File: src/rtl/mult_unit.sv
// mult_unit: iterative shift-add 32x32 multiplier with HI/LO result registers.
// Signed operands go through the datapath as magnitudes and the sign is
// restored after the last step, so one datapath serves both mult and multu.
// Define MULT_RADIX4_EN to retire two multiplier bits per step (16 steps)
// instead of one bit per step (32 steps). Both builds give identical results.
`timescale 1ns/1ps
module mult_unit (
  input  logic        clk,
  input  logic        rst,
  input  logic        multstartE,
  input  logic        multsignE,
  input  logic [31:0] srcaE,
  input  logic [31:0] srcbE,
  input  logic        lohiM,
  output logic [31:0] multresM,
  output logic        multbusy,
  output logic        multdone
);

`ifdef MULT_RADIX4_EN
  localparam int BitsPerStep = 2;
`else
  localparam int BitsPerStep = 1;
`endif
  localparam int NumSteps = 32 / BitsPerStep;
  localparam logic [5:0] LastStep = 6'(NumSteps - 1);

  typedef enum logic [1:0] {
    IDLE = 2'd0,
    RUN  = 2'd1,
    FIX  = 2'd2
  } stateT;

  stateT       stateReg, stateNext;
  logic [63:0] accReg;
  logic [63:0] mcandReg;
  logic [31:0] mplierReg;
  logic [5:0]  countReg;
  logic        negReg;
  logic [31:0] hiReg, loReg;
  logic        doneReg;

  logic [31:0] magA, magB;
  logic [63:0] partial [BitsPerStep];
  logic [63:0] accNext;
  logic [63:0] fixResult;

  // 0x80000000 negates to itself, which is the correct unsigned magnitude.
  assign magA = (multsignE && srcaE[31]) ? (~srcaE + 32'd1) : srcaE;
  assign magB = (multsignE && srcbE[31]) ? (~srcbE + 32'd1) : srcbE;

  // One partial product per multiplier bit retired this step.
  genvar gi;
  generate
    for (gi = 0; gi < BitsPerStep; gi++) begin : gPartial
      assign partial[gi] = mplierReg[gi] ? (mcandReg << gi) : 64'd0;
    end
  endgenerate

  // Accumulate all partial products of the current step.
  always_comb begin
    accNext = accReg;
    for (int i = 0; i < BitsPerStep; i++) begin
      accNext = accNext + partial[i];
    end
  end

  assign fixResult = negReg ? (~accReg + 64'd1) : accReg;

  // Next-state logic and status outputs.
  always_comb begin
    stateNext = stateReg;
    multbusy  = (stateReg != IDLE);
    case (stateReg)
      IDLE:    if (multstartE) stateNext = RUN;
      RUN:     if (countReg == LastStep) stateNext = FIX;
      FIX:     stateNext = IDLE;
      default: stateNext = IDLE;
    endcase
  end

  // State register.
  always_ff @(posedge clk or negedge rst) begin
    if (!rst) stateReg <= IDLE;
    else      stateReg <= stateNext;
  end

  // Datapath: operand capture, shift-add steps, sign fix-up and HI/LO write.
  always_ff @(posedge clk or negedge rst) begin
    if (!rst) begin
      accReg    <= 64'd0;
      mcandReg  <= 64'd0;
      mplierReg <= 32'd0;
      countReg  <= 6'd0;
      negReg    <= 1'b0;
      hiReg     <= 32'd0;
      loReg     <= 32'd0;
      doneReg   <= 1'b0;
    end else begin
      doneReg <= 1'b0;
      case (stateReg)
        IDLE: begin
          if (multstartE) begin
            mcandReg  <= {32'd0, magA};
            mplierReg <= magB;
            negReg    <= multsignE & (srcaE[31] ^ srcbE[31]);
            accReg    <= 64'd0;
            countReg  <= 6'd0;
          end
        end
        RUN: begin
          accReg    <= accNext;
          mcandReg  <= mcandReg << BitsPerStep;
          mplierReg <= mplierReg >> BitsPerStep;
          countReg  <= countReg + 6'd1;
        end
        FIX: begin
          hiReg   <= fixResult[63:32];
          loReg   <= fixResult[31:0];
          doneReg <= 1'b1;
        end
        default: ;
      endcase
    end
  end

  assign multdone = doneReg;
  assign multresM = lohiM ? hiReg : loReg;

endmodule

File: config.mk
export PLATFORM = sky130hd
export DESIGN_NAME = mult_unit
export DESIGN_NICKNAME = d
export VERILOG_FILES = /design/src/rtl/mult_unit.sv
export SDC_FILE = /design/constraint.sdc
export NUM_CORES = 1
export LEC_CHECK = 0
export CAP_MARGIN = 0
export CORE_UTILIZATION = 60
export DETAILED_ROUTE_END_ITERATION = 12
export GPL_ROUTABILITY_DRIVEN = 0
export HOLD_SLACK_MARGIN = 0.08
export PLACE_DENSITY_LB_ADDON = 0.3
export SKIP_LAST_GASP = 1
export SLEW_MARGIN = 20
export SYNTH_ARGS = -nofsm -noshare
export SYNTH_HDL_FRONTEND = slang
export SYNTH_SLANG_ARGS = --single-unit
File: constraint.sdc
create_clock -name clk -period 4.47 [get_ports clk]
set_clock_uncertainty 0.2 [all_clocks]
set_input_delay 0.894 -clock clk [delete_from_list [all_inputs] [get_ports clk]]
set_output_delay 0.894 -clock clk [all_outputs]
set_load 0.1 [all_outputs]
==> CHANGELOG.md, run 1 <==
### Changed

* Most frequent cells after synthesis: o21ai_0, nand2_1, dfrtp_1
* Reg-to-reg endpoint: accReg[63]$_DFFE_PN0P_
* Most used cell, CP: o21ai_0
* Max-cap check violation count at 0
* Clk tree area frac at 0.0438
* Plain + repair buffers at between 100 and 150
* Max Slew Vio Count at 0
* GR peak layer: met2
* Crit path from: mplierReg[0]$_DFFE_PN0P_
* Fill count at about 2k
* Combinational power at 4.59 mW
* Number of OpenROAD warnings at 26
* Synthesis Warnings at 0
* Slowest CP cell: o21ai_0
* Crit path DAT at 4420 ps
* Number of inserted diodes at 0
* Final setup viols at 0
* Highest routed metal layer: met4
* Floorplan Nets at 2009
* Clock Power Share at 0.202
* CP Buf/Inv Count at 1
* Worst setup SP type: flip-flop
* Min Hold Slack at about 140 ps
* Post-Synth Adder-Cell Area at 0.0542
* Static Leak at roughly 7.8 nW
* FF-to-FF path depth at 14
* Crit-path max cell delay at about 490 ps
* Synth mux share at 0.0253
* Period utilization at 0.932
* Post-synthesis cell count at between 1.5k and 2k
* Die Y at 164 µm
* Crit Path Class: flip-flop to flip-flop
* Share of cells above drive strength 1 at 0.0787
* Fin crit period at ~4200 ps
* GRT Overall Usage at 0.301
* Vias per cell at about 6.2
* Worst hold path class: input pin to asynchronous set/reset pin
* Seq/total area at 0.322
* Yosys chip area at roughly 16000 µm²
* First-pass GRT wire length at between 60000 and 70000 µm
* Top cells excl fill/tap: o21ai_0, nand2_1, dfrtp_1
* Setup WS post-layout at a little over 300 ps
* DR WL met3 at 2970 µm
* Simple-gate share of the synthesized area at 0.182
* Status: completed
* Wire length on met2 at 18200 µm
* Multi-input combinational cell count at approximately 1.5k
* Clock Tree Root: clkbuf_16
* Final wirelength at about 40000 µm
* Clock sinks at 234
* Post-synthesis cell area at 15800 µm²
* TritonCTS Buffers at 25
* Power Dens Cells at around 560 nW/µm²
* Critical Path RT at between 4000 and 5000 ps
* Most frequent logic cell in the layout: o21ai_0
* Fraction of area in multi-input gates at 0.519
* Deepest level of the CTS H-tree at 1
* Clk power at about 2.1 mW
* Met2 Use GR at 0.479
* Sw Pwr at 4.34 mW
* Dominant class by area: logic gates
Figure 1. Cells colored by class (run 1).
Fill, decap, tap and diode cells in gray.
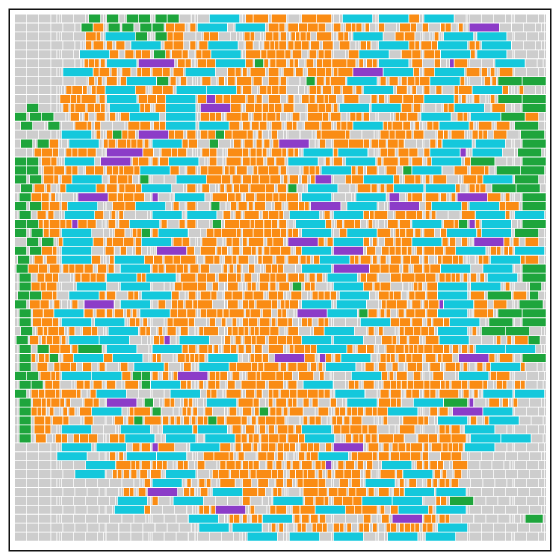
- combinational and other logic: orange (cells 1514; share of their area 54%)
- clock drivers and dummy loads: purple (cells 42; share of their area 4.5%)
- sequential cells: cyan (cells 234; share of their area 33%)
- remaining buffers and delay cells: green (cells 129; share of their area 8.9%)

Figure 2. Cell placement (run 1).
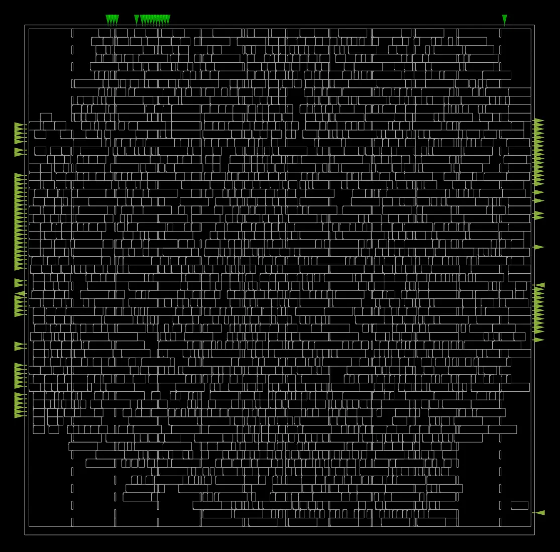
Layout Cells excl Fill: 2254
n_taps: 335

Figure 3. Clock wires, drivers and flops (run 1).
The bar under the picture is 50 µm long.
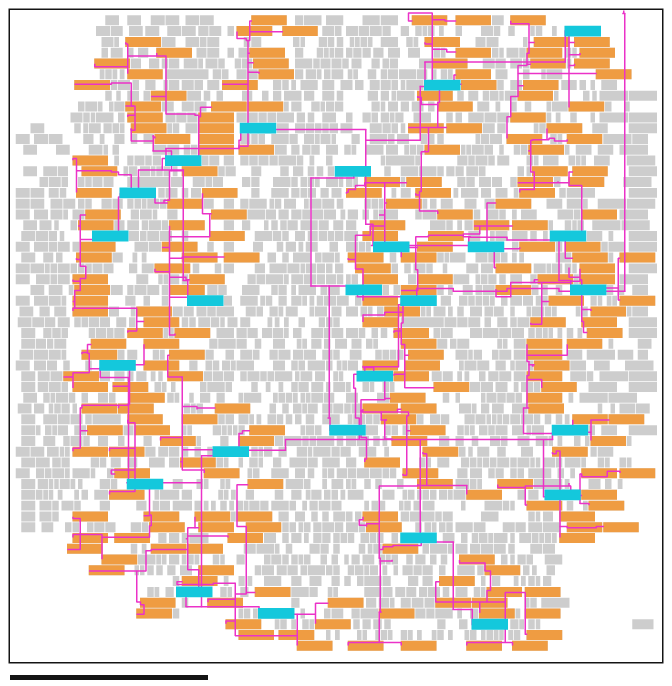
- clock wires: magenta (length 2760 µm)
- flip-flops: orange (count 234)
- clock drivers: cyan (count 25)
- routed clock nets: 26
- flops lie: all over the die

Figure 4. I/O pins on the die edge (run 1).
Pins as bars across the die edge, other pins in gray.
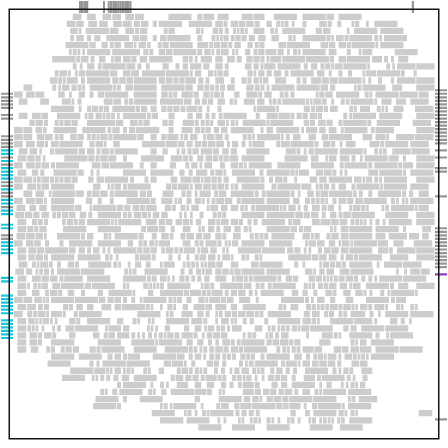
- srcbE: cyan (pins 32; direction input; edge west)
- multdone: purple (pins 1; direction output; edge east)
- all pins by edge: 52 west, 35 east, 16 north

Figure 5. Wiring by layer (run 1).
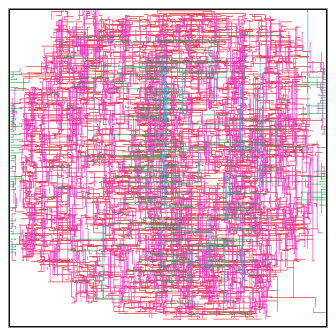

--- run 2 (diff from run 1) ---
--- a/config.mk
+++ b/config.mk
@@ -10,7 +10,7 @@
 export DETAILED_ROUTE_END_ITERATION = 12
 export GPL_ROUTABILITY_DRIVEN = 0
 export HOLD_SLACK_MARGIN = 0.08
-export PLACE_DENSITY_LB_ADDON = 0.3
+export PLACE_DENSITY = 0.91
 export SKIP_LAST_GASP = 1
 export SLEW_MARGIN = 20
 export SYNTH_ARGS = -nofsm -noshare
Figure 6. Wiring by layer (run 2).
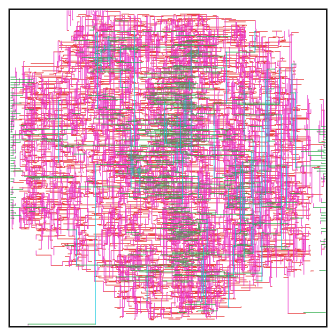
- metal 4: cyan (wire length 1410 µm)
- metal 1: red (wire length 16900 µm)
- metal 2: magenta (wire length 19700 µm)
- metal 3: green (wire length 4130 µm)

==> run 2 against run 1 <==
  * Utilization is essentially flat
  * Non-clock buffer count is 7 lower
  * Global-route usage grew 1.5 points
  * Via count up 4.6%
==> CHANGELOG.md, run 2 <==
### Changed

* Wire length on met2 at around 20000 µm
* Crit. End Element: flip-flop
* Placed Instance Area at roughly 17000 µm²
* Number of OpenROAD warnings at 28
* Seq power at between 3 and 4 mW
* DR WL met3 at ~4100 µm
* Die Wd at roughly 160 µm
* Detail Placement HPWL at slightly above 30000 µm
* Final Cell Area at ~18000 µm²
* Multi-input combinational cell count at around 1.5k
* Critical Path Fanout Max at 39
* Max Slew Vio Count at 0
* Simple-gate share of the synthesized area at 0.182
* Vias per cell at between 6 and 7
* Number of inserted diodes at 0
* Worst hold path class: input pin to asynchronous set/reset pin
* Synth mux share at 0.0253
* Initial DRC count at 1783
* Most frequent cells after synthesis: o21ai_0, nand2_1, dfrtp_1
* Register share after synthesis at 0.370
* Post-Synth Adder-Cell Area at 0.0542
* Critical Path RT at between 4000 and 5000 ps
* FF-to-FF path depth at 15
* Post-synthesis cell count at between 1.5k and 2k
* Power Dens Cells at 569 nW/µm²
* RSZ-0062 raised after global routing: true
* Final wirelength at roughly 42000 µm
* FP Rows at ~60
* Min Hold Slack at 160 ps
* AO/OA Area Share at 0.236
* Crit path DAT at approximately 4500 ps
* TritonCTS Buffers at 25
* CP Buf/Inv Count at 2
* Fill count at 1885
* Gr ovfl total at 0
* Vias in the first global route at between 10k and 15k
* Floorplan Nets at between 2k and 2.5k
* Ys cells at between 1.5k and 2k
* CLK BUF at 35
* Cell type with the largest total area: dfrtp_1
* Met3 Use GR at 0.0517
* Fin util at 0.701
* Final setup viols at 0
* Crit path to: accReg[54]$_DFFE_PN0P_
* Setup WS post-layout at around 230 ps
* Post-CTS setup buffer count at 0
* Seq/total area at 0.322
* Max Freq at 236 MHz
* Die area at between 20000 and 30000 µm²
* Slew headroom at 0.357
* Most frequent logic cell in the layout: o21ai_0
* Sw Pwr at ~4.5 mW
* Area Growth Syn to Fin at 15.0%
* 1st-pass router iterations at 7
* Slowest CP cell: or3_1
* Largest net degree at the start of global routing at around 130
* Yosys chip area at around 16000 µm²
* First-pass GRT wire length at around 69000 µm
* GR peak layer: met2
* Final #Nets at approximately 2k
* Clock slew at reported path FFs at around 60 ps
* Area contributors post-synth: dfrtp_1, o21ai_0, nand2_1, xor2_1, ha_1
* Crit path from: mplierReg[0]$_DFFE_PN0P_
* Post-synthesis cell area at approximately 16000 µm²
* Drc violations at 0
* Period utilization at 0.949
* Synth Flop Type: dfrtp_1
* Share of cells above drive strength 1 at 0.0763
* N_taps at roughly 340
* Plain + repair buffers at around 120
* Setup TNS at 0 ps
* Reg2Reg Setup Slack at 230 ps
* Worst setup SP type: flip-flop
* Top cells excl fill/tap: o21ai_0, nand2_1, dfrtp_1
* Clk power at around 2.1 mW
* Critical Path Stages at 15
* Fraction of area in multi-input gates at 0.519
* Crit-path max cell delay at just over 400 ps
* Max Buffers Root-to-Sink at 3
* Post-CTS resize count at 0
* Register Area at about 6000 µm²
* Highest routed metal layer: met4
* WL per Instance at between 15 and 20 µm
* Reg-to-reg endpoint: accReg[54]$_DFFE_PN0P_
* Static Leak at slightly below 8 nW
* Syn_area_per_cell at ~8.5 µm²
* Clock sinks at approximately 230
* Reg2Reg Launch Point: mplierReg[0]$_DFFE_PN0P_
* Most used cell, CP: a21oi_1
* I/O Buffers at 102
* Synthesis Warnings at 0
* Max-cap check violation count at 0
* Fin crit period at 4240 ps
* Biggest regs: accReg: 64 flops, mcandReg: 64 flops
* Layout Cells excl Fill at 2249
* Pwr Total at ~10 mW
* Area share, top type at 0.370
* Dominant class by area: logic gates
* Combinational power at between 4 and 5 mW
* Pre-CTS setup slack at between 200 and 250 ps
* Final hold violation count at 0
* Detail Route Antenna Nets at 0
* CTS tree: yes
* Placed Instances at roughly 2.2k
* Status: completed
* Clk tree area frac at 0.0462
* Clock Power Share at 0.206
* Deepest level of the CTS H-tree at 1
* Pint at approximately 6 mW
* Met2 Use GR at 0.514
* Met1 WL at approximately 17000 µm
* Die Y at between 150 and 200 µm
* Worst vdd ir at about 0.32 mV
* Clock Tree Root: clkbuf_16
* Crit Path Class: flip-flop to flip-flop
* GRT Overall Usage at 0.317
Figure 7. I/O pins on the die edge (run 2).
Pins as bars across the die edge, other pins in gray.
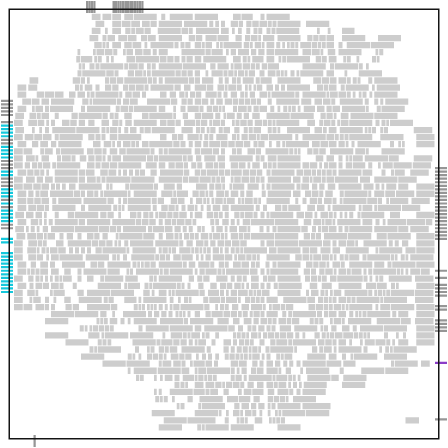

--- run 3 (diff from run 2) ---
--- a/config.mk
+++ b/config.mk
@@ -6,11 +6,13 @@
 export NUM_CORES = 1
 export LEC_CHECK = 0
 export CAP_MARGIN = 0
-export CORE_UTILIZATION = 60
+export CELL_PAD_IN_SITES_DETAIL_PLACEMENT = 0
+export CELL_PAD_IN_SITES_GLOBAL_PLACEMENT = 2
+export CORE_UTILIZATION = 37
 export DETAILED_ROUTE_END_ITERATION = 12
 export GPL_ROUTABILITY_DRIVEN = 0
-export HOLD_SLACK_MARGIN = 0.08
 export PLACE_DENSITY = 0.91
+export SETUP_SLACK_MARGIN = 0.3
 export SKIP_LAST_GASP = 1
 export SLEW_MARGIN = 20
 export SYNTH_ARGS = -nofsm -noshare
Figure 8. I/O pins on the die edge (run 3).
Pins as bars across the die edge, other pins in gray.
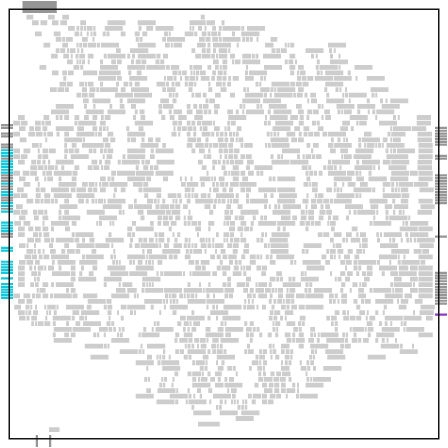
- multdone: purple (pins 1; direction output; edge east)
- srcbE: cyan (pins 32; direction input; edge west)

==> run 3 against run 2 <==
  * Highest routed layer is now met5
  * Critical path depth is 1 lower
  * Setup slack better by 240 ps
  * Clock-buffer cell count unchanged
  * Via count fell by 5.9%
  * Clock power grew 11%
  * Wire length increased by 6.9%
  * Cell area rose by 3.3%
  * Synthesized area did not move
  * Utilization down 25 points
  * Largest cell class unchanged
==> CHANGELOG.md, run 3 <==
### Changed

* Synth Flop Type: dfrtp_1
* Core Region at ~42000 µm²
* Max Freq at between 200 and 250 MHz
* Clk power at approximately 2.4 mW
* Number of OpenROAD warnings at 29
* Dominant class by area: logic gates
* CP top delay family: AND-OR/OR-AND gates
* WL per Instance at ~18 µm
* CP Buf/Inv Count at 2
* Yosys chip area at 15800 µm²
* Sw Pwr at about 4.6 mW
* Reg-to-reg endpoint: accReg[63]$_DFFE_PN0P_
* Met1 WL at 22800 µm
* Largest net degree at the start of global routing at 111
* GR peak layer: met1
* First-pass GRT wire length at 72500 µm
* Distinct lib cells used at approximately 67
* Period utilization at 0.896
* Most frequent logic cell in the layout: o21ai_0
* Plain + repair buffers at between 100 and 150
* Wire length on met2 at between 15000 and 20000 µm
* Simple-gate share of the synthesized area at 0.182
* Clock Tree Root: clkbuf_16
* Crit. End Element: flip-flop
* Die Y at roughly 210 µm
* Drc violations at 0
* Placed Instances at 2417
* Top power group: combinational cells
* Seq power at 3.58 mW
* Most frequent cells after synthesis: o21ai_0, nand2_1, dfrtp_1
* EDFF count, synth at 0
* Vias in the first global route at 13.2k
* Detail Route Antenna Nets at 0
* Comb power frac at 0.448
* Max Slew Vio Count at 0
* Detail Placement HPWL at roughly 34000 µm
* Post-CTS setup buffer count at 0
* Area share, top type at 0.370
* Number of inserted diodes at 0
* Register Area at between 5000 and 6000 µm²
* Final wirelength at 45100 µm
* FF-to-FF path depth at 14
* Critical Path Stages at 14
* Slowest CP cell: dfrtp_2
* Met2 Use GR at 0.309
* 1st-pass router iterations at 5
* Post-CTS resize count at 4
* Hold buffer count at cts at 0
* Critical Path Fanout Max at 23
* FP Rows at 75
* Final #Nets at around 2k
* Max-cap check violation count at 0
* Area Growth Syn to Fin at 18.8%
* Xor/xnor share of the synthesized area at 0.0974
* Post-synthesis cell count at 1872
* Fraction of area in multi-input gates at 0.511
* Setup TNS at 0 ps
* Cell type with the largest total area: dfrtp_1
* Pint at around 6 mW
* Synthesis Warnings at 0
* Synth async-reset ratio at 1.00
* Critical Path RT at ~4700 ps
* Highest routed metal layer: met5
* I/O Buffers at between 100 and 150
* Worst vdd ir at about 0.2 mV
* Crit-path max cell delay at approximately 430 ps
* Post-Synth Adder-Cell Area at 0.0542
* Logic area at slightly below 10000 µm²
* Clock sinks at about 230
* Layout Cells excl Fill at between 2k and 2.5k
* Crit path DAT at 4270 ps
* Share of cells above drive strength 1 at 0.0974
* Vias per cell at around 5.6
* Combinational power at between 4 and 5 mW
* Top cells excl fill/tap: o21ai_0, nand2_1, dfrtp_1
* RSZ-0062 raised after global routing: true
* Final setup viols at 0
* Power Dens Cells at 573 nW/µm²
* AO/OA Area Share at 0.236
* Slew headroom at 0.352
* Floorplan Nets at 2009
* Synth mux share at 0.0253
* CLK BUF at 35
* Placed Instance Area at roughly 18000 µm²
* Comb area leader: AND-OR/OR-AND gates
* Status: completed
* Max Buffers Root-to-Sink at 3
* Reg power frac at 0.332
* Synth flops at 234
* Reg2Reg Launch Point: mplierReg[0]$_DFFE_PN0P_
* Setup WS post-layout at approximately 460 ps
* Ports at around 100
* Worst hold path class: input pin to asynchronous set/reset pin
* Biggest regs: accReg: 64 flops, mcandReg: 64 flops
* Clock Power Share at 0.220
* Pwr Total at around 11 mW
* Met1 Use GR at 0.311
* Die area at 43600 µm²
* Sequential cells at 234
* Met3 Use GR at 0.0281
* Fin crit period at 4010 ps
* Clk tree area frac at 0.0511
* CP Cell Sequence: buf_4 -> buf_4 -> and2_1 -> ha_1 -> nand4_1 -> or3_1 -> nor4_1 -> o21ai_1 -> a21oi_2 -> o21ai_0 -> o21ai_1 -> a21boi_0 -> a311oi_1 -> mux2i_1
* N_taps at 539
* Clock slew at reported path FFs at about 60 ps
* Static Leak at slightly below 8 nW
* Cell with the most instances after synthesis: o21ai_0
* Fin util at 0.447
* Gr ovfl total at 0
* Deepest level of the CTS H-tree at 1
* Multi-input combinational cell count at 1490
* Post-synthesis cell area at 15800 µm²
* Non-clk invs at 24
* Worst setup SP type: flip-flop
* Crit path to: accReg[63]$_DFFE_PN0P_
* GRT Overall Usage at 0.206
* Fp_density at 0.377
* CTS tree: yes
* Final hold violation count at 0
* Final Cell Area at 18800 µm²
* Crit Path Class: flip-flop to flip-flop
* TritonCTS Buffers at 27
* Worst Tran Pin Value at between 900 and 1000 ps
* Non-clock buffer area fraction after layout at 0.0860
* DR WL met3 at about 2500 µm
* Ys cells at about 1.9k
* Insertion Delay late pin at ~560 ps
* Crit path from: mplierReg[0]$_DFFE_PN0P_
* Die Wd at 209 µm
* Syn_area_per_cell at ~8.5 µm²
* Seq/total area at 0.312
* Register share after synthesis at 0.370
* Min Hold Slack at between 150 and 200 ps
* Initial DRC count at 1104
* Pre-CTS setup slack at approximately 220 ps
* Sw Share at 0.428
* Area contributors post-synth: dfrtp_1, o21ai_0, nand2_1, xor2_1, ha_1
* Reg2Reg Setup Slack at about 460 ps
* Fill count at 4084
Power and IR drop assume default switching activity.
